--- src/rtl/reg_issue_scoreboard.sv ---
// reg_issue_scoreboard
//
// Per-register scoreboard and issue scheduler for the small register file
// of the 5-stage pipeline. Every destination leaving decode loads two
// down-counters. raw_cnt counts cycles until the register file holds the
// result. fwd_cnt counts cycles until a forwarding path can supply it. The
// decode-stage instruction issues only when none of its sources is still
// counting on the counter that applies to it.
//
// Ports
//   clk              : clock, all state updates on the rising edge
//   rst              : synchronous, active-high reset
//   decode_valid     : decode holds a real instruction
//   decode_op_src1   : first source register
//   decode_op_src2   : second source register
//   decode_op_dest   : destination register (0 = no write)
//   decode_is_load   : instruction is a load
//   decode_is_branch : instruction resolves in decode, cannot use forwarding
//   forwarding_en    : forwarding paths enabled
//   flush            : squash the decode instruction this cycle
//   issue            : decode instruction moves to EX this cycle
//   pipeline_stall   : hold PC and IF/ID, bubble into ID/EX (combinational)
//   busy_mask        : bit i set while raw_cnt[i] is nonzero, bit 0 always 0
//   stall_cycles     : saturating count of stalled cycles
module reg_issue_scoreboard #(
  parameter int AW           = 3,
  parameter int LAT_WB       = 3,
  parameter int LAT_LOAD_USE = 1,
  parameter int PERF_W       = 16
) (
  input  logic                 clk,
  input  logic                 rst,
  input  logic                 decode_valid,
  input  logic [AW-1:0]        decode_op_src1,
  input  logic [AW-1:0]        decode_op_src2,
  input  logic [AW-1:0]        decode_op_dest,
  input  logic                 decode_is_load,
  input  logic                 decode_is_branch,
  input  logic                 forwarding_en,
  input  logic                 flush,
  output logic                 issue,
  output logic                 pipeline_stall,
  output logic [(2**AW)-1:0]   busy_mask,
  output logic [PERF_W-1:0]    stall_cycles
);

  localparam int NREG = 2**AW;
  localparam int CW   = $clog2(LAT_WB+1);
  localparam logic [CW-1:0] LAT_WB_C  = CW'(LAT_WB);
  localparam logic [CW-1:0] LAT_LDU_C = CW'(LAT_LOAD_USE);

  // Entry 0 is hardwired zero and has no storage.
  logic [CW-1:0] raw_cnt [1:NREG-1];
  logic [CW-1:0] fwd_cnt [1:NREG-1];

  // Read views including the constant-zero entry 0.
  logic [CW-1:0] raw_rd [NREG];
  logic [CW-1:0] fwd_rd [NREG];

  logic use_raw;
  logic src1_haz;
  logic src2_haz;
  logic live;
  logic [CW-1:0] fwd_load_val;

  function automatic logic [CW-1:0] dec_sat(input logic [CW-1:0] c);
    return (c == '0) ? '0 : c - 1'b1;
  endfunction

  function automatic logic [CW-1:0] max_cnt(input logic [CW-1:0] a,
                                            input logic [CW-1:0] b);
    return (a > b) ? a : b;
  endfunction

  always_comb begin
    raw_rd[0] = '0;
    fwd_rd[0] = '0;
    for (int i = 1; i < NREG; i++) begin
      raw_rd[i] = raw_cnt[i];
      fwd_rd[i] = fwd_cnt[i];
    end
  end

  // Branches resolve in decode and cannot take a forwarded value, so they
  // (and everything when forwarding is off) wait for register write-back.
  always_comb begin
    use_raw  = decode_is_branch | ~forwarding_en;
    src1_haz = (decode_op_src1 != '0) &&
               (use_raw ? (raw_rd[decode_op_src1] != '0)
                        : (fwd_rd[decode_op_src1] != '0));
    src2_haz = (decode_op_src2 != '0) &&
               (use_raw ? (raw_rd[decode_op_src2] != '0)
                        : (fwd_rd[decode_op_src2] != '0));
    live           = decode_valid & ~flush;
    pipeline_stall = live & (src1_haz | src2_haz);
    issue          = live & ~(src1_haz | src2_haz);
    fwd_load_val   = decode_is_load ? LAT_LDU_C : '0;
  end

  always_comb begin
    busy_mask    = '0;
    for (int i = 1; i < NREG; i++) begin
      busy_mask[i] = (raw_cnt[i] != '0);
    end
  end

  // A re-issued destination keeps the later of its pending and new
  // readiness, so an older long-latency producer is never shortened.
  always_ff @(posedge clk) begin
    if (rst) begin
      for (int i = 1; i < NREG; i++) begin
        raw_cnt[i] <= '0;
        fwd_cnt[i] <= '0;
      end
      stall_cycles <= '0;
    end else begin
      for (int i = 1; i < NREG; i++) begin
        if (issue && (decode_op_dest == AW'(i))) begin
          raw_cnt[i] <= max_cnt(dec_sat(raw_cnt[i]), LAT_WB_C);
          fwd_cnt[i] <= max_cnt(dec_sat(fwd_cnt[i]), fwd_load_val);
        end else begin
          raw_cnt[i] <= dec_sat(raw_cnt[i]);
          fwd_cnt[i] <= dec_sat(fwd_cnt[i]);
        end
      end
      if (pipeline_stall && (stall_cycles != '1)) begin
        stall_cycles <= stall_cycles + 1'b1;
      end
    end
  end

endmodule
--- config.mk ---
export PLATFORM = sky130hd
export DESIGN_NAME = reg_issue_scoreboard
export DESIGN_NICKNAME = d
export VERILOG_FILES = /design/src/rtl/reg_issue_scoreboard.sv
export SDC_FILE = /design/constraint.sdc
export NUM_CORES = 1
export LEC_CHECK = 0
export ABC_CLOCK_PERIOD_IN_PS = 3090
export CAP_MARGIN = 20
export CORE_ASPECT_RATIO = 1.2
export CORE_MARGIN = 3
export CORE_UTILIZATION = 35
export DETAILED_ROUTE_END_ITERATION = 10
export SKIP_CTS_REPAIR_TIMING = 1
export SLEW_MARGIN = 0
export SYNTH_ARGS = -nofsm -noshare
export SYNTH_HDL_FRONTEND = slang
export SYNTH_SLANG_ARGS = --single-unit
--- constraint.sdc ---
create_clock -name clk -period 3.09 [get_ports clk]
set_input_delay 0.618 -clock clk [delete_from_list [all_inputs] [get_ports clk]]
set_output_delay 0.618 -clock clk [all_outputs]
set_load 0.1 [all_outputs]
==> flow_summary.toml, run 1 <==
# synthesis and place-and-route metrics
[outcome]
status = "finished clean"

[detailed_routing]
ant_nets = 0
drt_first_iter_violations = 118
wl_met3_um = 294
drt-wirelength-per-cell_um = 14.8
drc_errors = 0
wl_met1_um = 2930
viasPerCell = 5.32
first_pass_iters = 4
top_layer_used = "met4"

[setup_path]
critPathLaunchType = "flop"
required_ps = 2470
crit_fanout = 4
crit_family = "AND-OR/OR-AND gates"
arrival_ps = 2390
crit_type = "flop to output port"

[power]
p_sw_share_pct = 29.4
p_comb_share_pct = 20.4
ir_drop_mv = 0.185
p_total_mw = 1.36
pwr_density_cell_mw_per_mm2 = 400
leakagePower_nw = 1.38
seq_power_share_pct = 49.3

[logic_synthesis]
synth-xor-area-share_pct = 0
simple_gate_share_pct = 25.0
mux_share_pct = 4.04
yosys_warnings = 0
yosys_most_used_dff = "edfxtp_1"
ys_seq_share_pct = 46.3
ys_types = 49
synthArstFlopShare_pct = 0
synth_flops = 44
adder_share_pct = 0.499
edf_count = 28
aoi_share_pct = 18.2
synth_cells = 273
syn_area_mm2 = 0.00251

[sta]
rsz0062_at_grt = "true"
finalClockSkew_ps = 9.41
post-route-min-period_ps = 3010
maxSlewHeadroom_pct = 64.8
setup_tns_ps = 0
finalHoldViolCount = 0
worst_pin_slew_ps = 528
maxSlewViolCount = 0
timing.fmax_ghz = 0.333
finalWorstSetupSlack_ps = 83.7
setup_viol = 0

[cells_and_area]
nNetsFinal = 376
syn2layout_area_growth_pct = 35.2
final_cell_mix = "buf_4, conb_1, edfxtp_1"
antenna_cells = 0
lay_top_count = "buf_4"
drive_gt1_share_pct = 22.2

[floorplanning]
core_mm2 = 0.00690
dieArea_mm2 = 0.00822
fp_util_pct = 36.4
num_rows = 33
io_pins = 42

[global_routing]
grt_pass1_vias = 2299
grt-ovfl-total = 0
antenna_found_initial = 0
grtUsageTotal_pct = 16.2
grt_pass1_wl_um = 10800

[clock_network]
cts_sinks = 44
cts.reportedPaths.clkPinSlew_ps = 80
cts_buffers = 5
root_buffer = "clkbuf_8"
clkLatencyLatePin_ps = 300
cts_tree = "built"
htreeDepth = 2

[place]
dp_slack_ps = -343
post-dp-hpwl_um = 4900
portBuffers = 40

[min_path]
hold_class = "flop to flop"
[run 1: cell type report]
| cell class | instances | area, um2 | share of cell area [%] |
|---|---|---|---|
| clock buffers | 6 | 93.8 | 2.77 |
| clock inverters | 2 | 11.3 | 0.332 |
| inverters | 18 | 71.3 | 2.10 |
| multi-input cells | 224 | 1370 | 40.5 |
| flip-flops and latches | 44 | 1160 | 34.2 |
| well taps | 87 | 109 | 3.21 |
| repair buffers | 66 | 572 | 16.9 |
[run 1: metrics by stage]
stage,cell area [um2],hold WS (ps),util (%)
4_1_cts,3300,490,47.8
2_1_floorplan,2640,552,-
3_5_place_dp,3190,474,46.3
3_3_place_gp,3190,473,46.3
5_1_grt,3390,525,49.2
6_report,3390,487,49.2
[run 1: worst register-to-register path, stage by stage (launching register included)]
cell,delay [ps]
edfxtp_1,400
nor2_1,80
mux4_2,460
a21boi_1,160
a211o_1,310
a21o_1,220
buf_4,200
nor4_1,350
mux2_1,360
[run 1: Yosys cell counts (2+ instances only)]
library cell / number / area (um2)
a211oi_1: 5 / 37.5
nor3_1: 12 / 60.1
o31ai_1: 11 / 82.6
clkbuf_1: 7 / 26.3
a2bb2oi_1: 2 / 17.5
nand2b_1: 4 / 25.0
o22ai_1: 12 / 75.1
conb_1: 2 / 7.51
nor4_1: 2 / 12.5
nor2b_1: 7 / 43.8
nand4_1: 6 / 37.5
nor2_1: 24 / 90.1
nand2_1: 25 / 93.8
nor3b_1: 4 / 30.0
o211ai_1: 6 / 45.0
mux4_2: 2 / 45.0
or4_1: 4 / 30.0
or3_1: 8 / 50.1
dfxtp_1: 16 / 320
a21oi_1: 10 / 50.1
inv_1: 17 / 63.8
o32ai_1: 2 / 17.5
o41ai_1: 3 / 26.3
nand3_1: 7 / 35.0
edfxtp_1: 28 / 841
or2_2: 6 / 37.5
o21ai_0: 6 / 30.0
and3_1: 9 / 56.3
mux2_1: 4 / 45.0
buf_4: 3 / 22.5
[run 1: power by group through the flow]
stage / combinational [mW] / clock, mW / sequential [mW]
5_1_grt: 0.298 / 0.445 / 0.673
3_3_place_gp: 0.258 / 0 / 0.682
2_1_floorplan: 0.168 / 0 / 0.685
4_1_cts: 0.262 / 0.423 / 0.669
6_report: 0.277 / 0.410 / 0.670
3_5_place_dp: 0.261 / 0 / 0.682
[run 1: registers in the layout, summed over array words and instances, names as in the netlist]
register,count
stall_cycles,16
fwd_cnt,14
raw_cnt,14
[run 1: cells by family after synthesis]
group,after synthesis
other cells,2
flops,44
mux,7
fa+ha+maj,1
compound gates,66
buf+inv,32
simple gates,121
[run 1: final timing paths]
kind | start | end | slack, ps | cells after the start
worst max-delay path | raw_cnt[1][3] | pipeline_stall | 80 | 7
worst min-delay path | stall_cycles[14] | stall_cycles[14] | 490 | 2
worst max register to register | fwd_cnt[5][1] | stall_cycles[5] | 450 | 8
worst min register to register | stall_cycles[14] | stall_cycles[14] | 490 | 2
[run 1: routing by layer]
metal  vias up  GRT usage [%]
li1       1168              -
met3         4           3.51
met1      1152           19.8
met2        53           28.3
met4         0           5.16
met5         -              0
Figure 1. The metal 3 layer (run 1).
Scale: 3 px per um. Cells faint in the background.
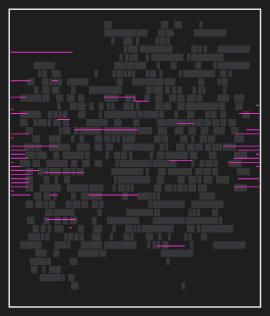
The wires run mostly horizontal. The layer carries 295 um of wire. 41 nets have wire on it.
met3 Track Usage GR: 3.51%
total routed wirelength: 6620 um
via count: 2377

Figure 2. Cell placement (run 1).
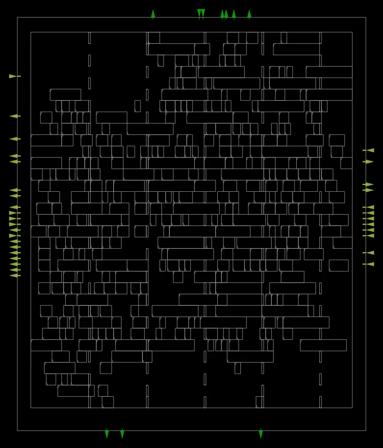
layout filler cell count: 676
Non-Filler Instances: 447

Figure 3. Placed cells, one color a class (run 1).
Scale: 4 px per um.
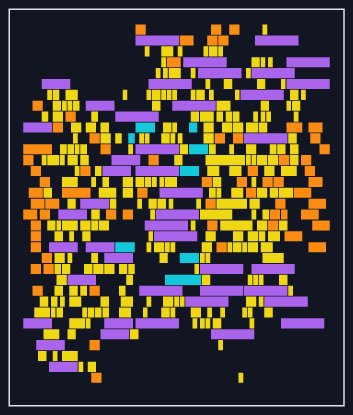
remaining buffers and delay cells: drawn in orange, cells 66, share of their area 17%. remaining logic cells: drawn in yellow, cells 242, share of their area 44%. registers: drawn in purple, cells 44, share of their area 35%. clock drivers and dummy loads: drawn in cyan, cells 8, share of their area 3.2%.

Figure 4. Register map, names as in the netlist (run 1).
Scale: 4 px per um. Other sequential cells in the stronger gray, the rest of the logic in the fainter gray.
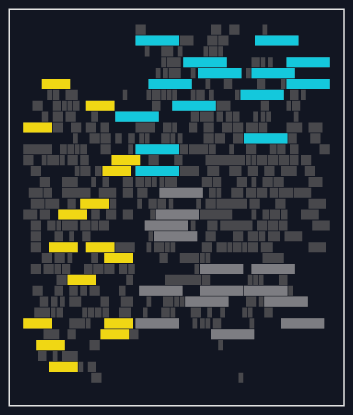
stall_cycles: drawn in yellow, placed flops 16. raw_cnt: drawn in cyan, placed flops 14.
Another 14 sequential cells are not colored.
seq pwr: 0.670 mW
flip-flop and latch area: 0.00116 mm2

==> run 2, diff against run 1 <==
Settings changed: DONT_BUFFER_PORTS from default to 1, HOLD_SLACK_MARGIN from default to 0.1.
Figure 5. Register map, names as in the netlist (run 2).
Scale: 4 px per um. Other sequential cells in the stronger gray, the rest of the logic in the fainter gray.
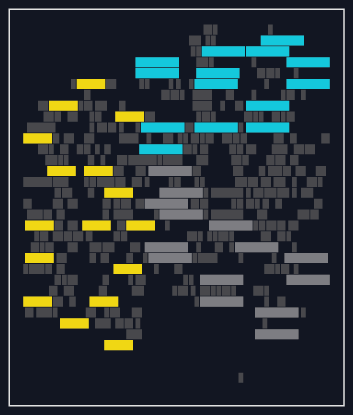
seq pwr: 0.665 mW
Seq area share: 38.9%
Final Core Density: 43.2%

==> run 2 against run 1 <==
  * Die area unchanged
  * Sequential power shrank 0.7%
  * Non-clock buffer count shrank 40
  * Clock skew shrank 3.0 ps
  * Highest routed layer unchanged
  * Maximum frequency grew 2.6%
  * Final cell count down 8.9%
==> flow_summary.toml, run 2 <==
# synthesis and place-and-route metrics
[cells_and_area]
drive_gt1_share_pct = 14.1
antenna_cells = 0
syn2layout_area_growth_pct = 18.9
reg_top3 = "stall_cycles (16), fwd_cnt (14), raw_cnt (14)"
largest_register_ffs = 16
lay_top_count = "conb_1"
finalInstanceArea_mm2 = 0.00298
nNetsFinal = 336
final_cell_mix = "conb_1, edfxtp_1, nand2_1"
fin_cells = 407

[logic_synthesis]
synth_top_area_share_pct = 33.5
synth_flops = 44
yosys-top-cells-area = "edfxtp_1, dfxtp_1, nand2_1, nor2_1, o31ai_1"
syn_area_mm2 = 0.00251
synth_cells = 273
ys_types = 49
yosysTopAreaCell = "edfxtp_1"
edf_count = 28
synthArstFlopShare_pct = 0
yosys_warnings = 0
ys_seq_share_pct = 46.3
yosys_most_used_dff = "edfxtp_1"
synthMostInstantiatedCell = "edfxtp_1"

[setup_path]
max_stage_delay_ps = 440
required_ps = 2470
arrival_ps = 2310
r2r_start = "fwd_cnt[6][1]"
rr_endpoint = "stall_cycles[10]"
r2r_slack_ps = 420
crit_fanout = 4
reg2reg_depth = 9
critPathLaunchType = "flop"

[detailed_routing]
drt_first_iter_violations = 149
ant_nets = 0
drc_errors = 0
wl_um = 6140
first_pass_iters = 4
drt-wirelength-per-cell_um = 15.1

[sta]
post-route-min-period_ps = 2930
maxSlewViolCount = 0
finalHoldViolCount = 0
worst_hold_slack_ps = 374
setup_viol = 0
timing.fmax_ghz = 0.341
finalClockSkew_ps = 6.37
worst_pin_slew_ps = 822

[clock_network]
clkLatencyLatePin_ps = 300
cts.reportedPaths.clkPinSlew_ps = 80
root_buffer = "clkbuf_8"
htreeDepth = 2
cts_tree = "built"

[global_routing]
antenna_found_initial = 0
grt-ovfl-total = 0
grtUsageTotal_pct = 15.3
grt_pass1_vias = 2159
grt_pass1_wl_um = 10300

[power]
ir_drop_mv = 0.212
seq_power_share_pct = 53.2
leakagePower_nw = 1.13
pwr_density_cell_mw_per_mm2 = 419
switching_power_mw = 0.357
p_sw_share_pct = 28.6

[outcome]
status = "finished clean"

[place]
portBuffers = 0
post-dp-hpwl_um = 4480
place_area_mm2 = 0.00285

[floorplanning]
num_rows = 33
core_mm2 = 0.00690
io_pins = 42
dieArea_mm2 = 0.00822

[min_path]
hold_class = "primary input to flop"
hold_depth = 1
worstHoldStart = "rst"
holdPathEnd = "stall_cycles[7]"
Figure 6. The metal 3 layer (run 2).
Scale: 3 px per um. Cells faint in the background.
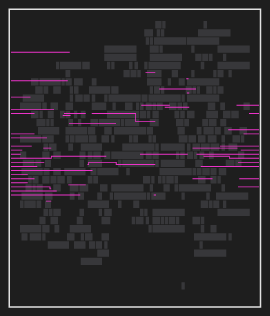
The layer carries 519 um of wire. The wires run mostly horizontal. The longest straight run is 26.9 um. The layer holds 8.5% of the routed length. 42 nets have wire on it.
met3 Track Usage GR: 5.27%
via count: 2197

==> run 2: cell counts after synthesis <==
No cell type changed its count.
==> run 2: cells by family after synthesis <==
| family | Yosys count | synth area share (%) |
|---|---|---|
| flops | 44 | 46.3 |
| other cells | 2 | 0.299 |
| fa+ha+maj | 1 | 0.499 |
| buf+inv | 32 | 5.64 |
| simple gates | 121 | 25.0 |
| compound gates | 66 | 18.2 |
| mux | 7 | 4.04 |
==> run 2: metrics by stage <==
stage	setup TNS (ps)	total power, mW	worst slack, ps	utilization, %
2_1_floorplan	-4.07	0.853	-4.07	-
3_3_place_gp	0	0.875	219	41.3
3_5_place_dp	0	0.877	216	41.3
4_1_cts	-4.30	1.25	-4.30	42.6
5_1_grt	-6.47	1.30	-6.47	43.2
6_report	0	1.25	158	43.2
==> run 2: layer usage <==
layer	up-vias	track usage, %	routed length (um)
met5	-	0	0
met4	0	4.53	69
met3	8	5.27	519
met2	69	24.8	2910
met1	1029	19.3	2630
li1	1091	-	-
==> run 2: layout make-up <==
class | count | area [um2]
fill | 656 | 3910
multi-input combinational | 224 | 1320
sequential | 44 | 1160
timing repair buffer | 26 | 233
tap | 87 | 109
clock buffer | 8 | 90.1
inverter | 18 | 71.3
==> run 2: worst max path at each step <==
stage	cells after the start	endpoint	from	slack (ps)
3_5_place_dp	8	stall_cycles[10]	forwarding_en	220
6_report	7	pipeline_stall	raw_cnt[0][2]	160
3_3_place_gp	7	pipeline_stall	decode_op_src2[1]	220
2_1_floorplan	9	pipeline_stall	decode_op_src2[1]	-4
5_1_grt	7	pipeline_stall	raw_cnt[0][2]	-6
4_1_cts	7	pipeline_stall	raw_cnt[1][2]	-4
==> run 2: power groups by stage <==
stage / clock, mW / sequential, mW / combinational (mW)
floorplan: 0 / 0.685 / 0.168
global placement: 0 / 0.678 / 0.198
detailed placement: 0 / 0.679 / 0.199
CTS: 0.387 / 0.665 / 0.199
global route: 0.406 / 0.668 / 0.229
finish: 0.375 / 0.665 / 0.210
==> run 3, diff against run 2 <==
Settings changed: CORE_MARGIN 3 to 2.
Figure 7. Cells by drive strength (run 3).
Scale: 4 px per um.
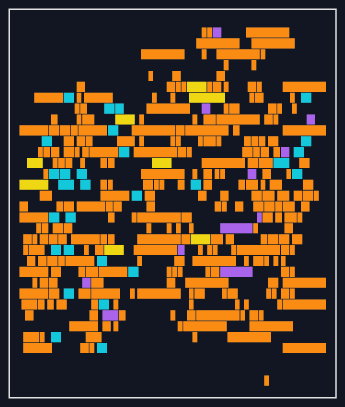
x2: drawn in purple, cells 11, most used or2_2. x1 and smaller: drawn in orange, cells 273, most used conb_1. x3 and x4: drawn in cyan, cells 28, most used buf_4. x6 and larger: drawn in yellow, cells 8, most used clkbuf_8.
Area Growth Syn to Fin: 18.6%
Buffers excl. clock: 26
final instance area: 0.00298 mm2
setup ws final: 117 ps

==> run 3 against run 2 <==
  * Total power increased by 3.1%
  * Register-to-register slack gained 70 ps
  * Critical path depth unchanged
  * Maximum frequency is 1.4% lower
  * Critical endpoint unchanged
  * Largest power group unchanged
==> flow_summary.toml, run 3 <==
# synthesis and place-and-route metrics
[cells_and_area]
final_cell_mix = "conb_1, edfxtp_1, nand2_1"
fill_cells = 682
antenna_cells = 0
nNetsFinal = 336
drive_gt1_share_pct = 14.7

[global_routing]
antenna_found_initial = 0
busiest_layer = "met2"
grt_use_met3_pct = 5.78
grtUsageMet1_pct = 19.5
grt_util_met2_pct = 27.4
grt-ovfl-total = 0
grt_pass1_vias = 2150

[power]
pwr_density_cell_mw_per_mm2 = 433
leakagePower_nw = 1.13
seq_power_share_pct = 51.7
ir_drop_mv = 0.210

[logic_synthesis]
synth_flops = 44
synth_cells = 273
synthMostInstantiatedCell = "edfxtp_1"
synth_top_area_share_pct = 33.5
edf_count = 28
yosysTopAreaCell = "edfxtp_1"
yosys-top-cells-area = "edfxtp_1, dfxtp_1, nand2_1, nor2_1, o31ai_1"
ys_types = 49
yosys_most_used_dff = "edfxtp_1"
ys_seq_share_pct = 46.3
synthArstFlopShare_pct = 0

[detailed_routing]
drt_first_iter_violations = 99
via_count = 2206

[sta]
finalHoldViolCount = 0
timing.fmax_ghz = 0.336
worst_pin_slew_ps = 821
post-route-min-period_ps = 2970
maxSlewViolCount = 0

[place]
post-dp-hpwl_um = 4670
portBuffers = 0
place_area_mm2 = 0.00284

[outcome]
status = "finished clean"

[clock_network]
root_buffer = "clkbuf_8"
clkLatencyLatePin_ps = 300
htreeDepth = 2

[setup_path]
crit_fanout = 4
max_stage_delay_ps = 440
arrival_ps = 2350

[min_path]
hold_class = "primary input to flop"

[floorplanning]
io_pins = 42
Figure 8. Placed cells, one color a class (run 3).
Scale: 4 px per um.
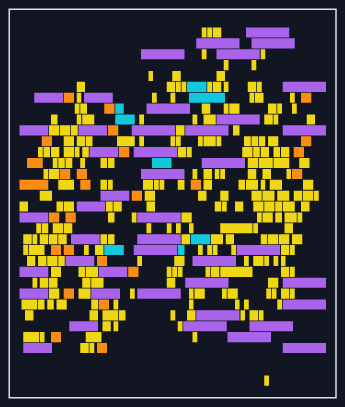
Final Core Density: 43.2%
Seq area share: 39.0%
row cnt: 33
Core Area: 0.00690 mm2

## run 3: cell counts after synthesis
No cell type changed its count.
## run 3: stage by stage
step / util [%] / setup WS, ps / hold WS [ps] / total power [mW]
floorplan: - / -4.07 / 552 / 0.853
global placement: 41.2 / 237 / 580 / 0.874
detailed placement: 41.2 / 209 / 597 / 0.878
CTS: 42.8 / 16.1 / 359 / 1.30
global route: 43.2 / 19.3 / 356 / 1.34
finish: 43.2 / 117 / 372 / 1.29
## run 3: cells by family (layout without fill, tap and decap cells)
logic type	after synthesis	count (layout)	synth area share [%]
multiplexers	7	7	4.04
flip-flops	44	44	46.3
other	2	29	0.299
adder cells (fa/ha/maj)	1	1	0.499
buffers and inverters	32	52	5.64
AND-OR/OR-AND	66	66	18.2
AND/OR/NAND/NOR	121	121	25.0
## run 3: power groups by stage
stage                     sequential, mW  clock [mW]  combinational, mW
final                              0.666       0.418              0.205
after global routing               0.669       0.448              0.222
after CTS                          0.666       0.431              0.199
after detailed placement           0.679           0              0.198
after global placement             0.678           0              0.196
after floorplan                    0.685           0              0.168
## run 3: final timing paths
path                 startpoint              end  slack, ps  cells past startpoint
setup reg to reg  fwd_cnt[1][1]  stall_cycles[5]        490                      8
setup / recovery  raw_cnt[1][2]   pipeline_stall        120                      7
hold / removal              rst  stall_cycles[9]        370                      1
hold reg to reg   raw_cnt[3][0]    raw_cnt[3][0]        620                      1
## run 3: final cells by class
type / instances / area, um2 / share of cell area [%]
multi-input cells: 224 / 1320 / 44.3
well taps: 87 / 109 / 3.66
flip-flops and latches: 44 / 1160 / 39.0
inverters: 18 / 71.3 / 2.40
clock buffers: 6 / 93.8 / 3.15
clock inverters: 2 / 11.3 / 0.378
repair buffers: 26 / 211 / 7.11
## run 3: routing by layer
| layer | part of all wire [%] | vias to the layer above |
|---|---|---|
| met5 | 0 | - |
| met4 | 1.5 | 0 |
| met3 | 7.7 | 8 |
| met2 | 48 | 62 |
| met1 | 43 | 1050 |
| li1 | - | 1086 |
Power is estimated from default activity; no workload was simulated.
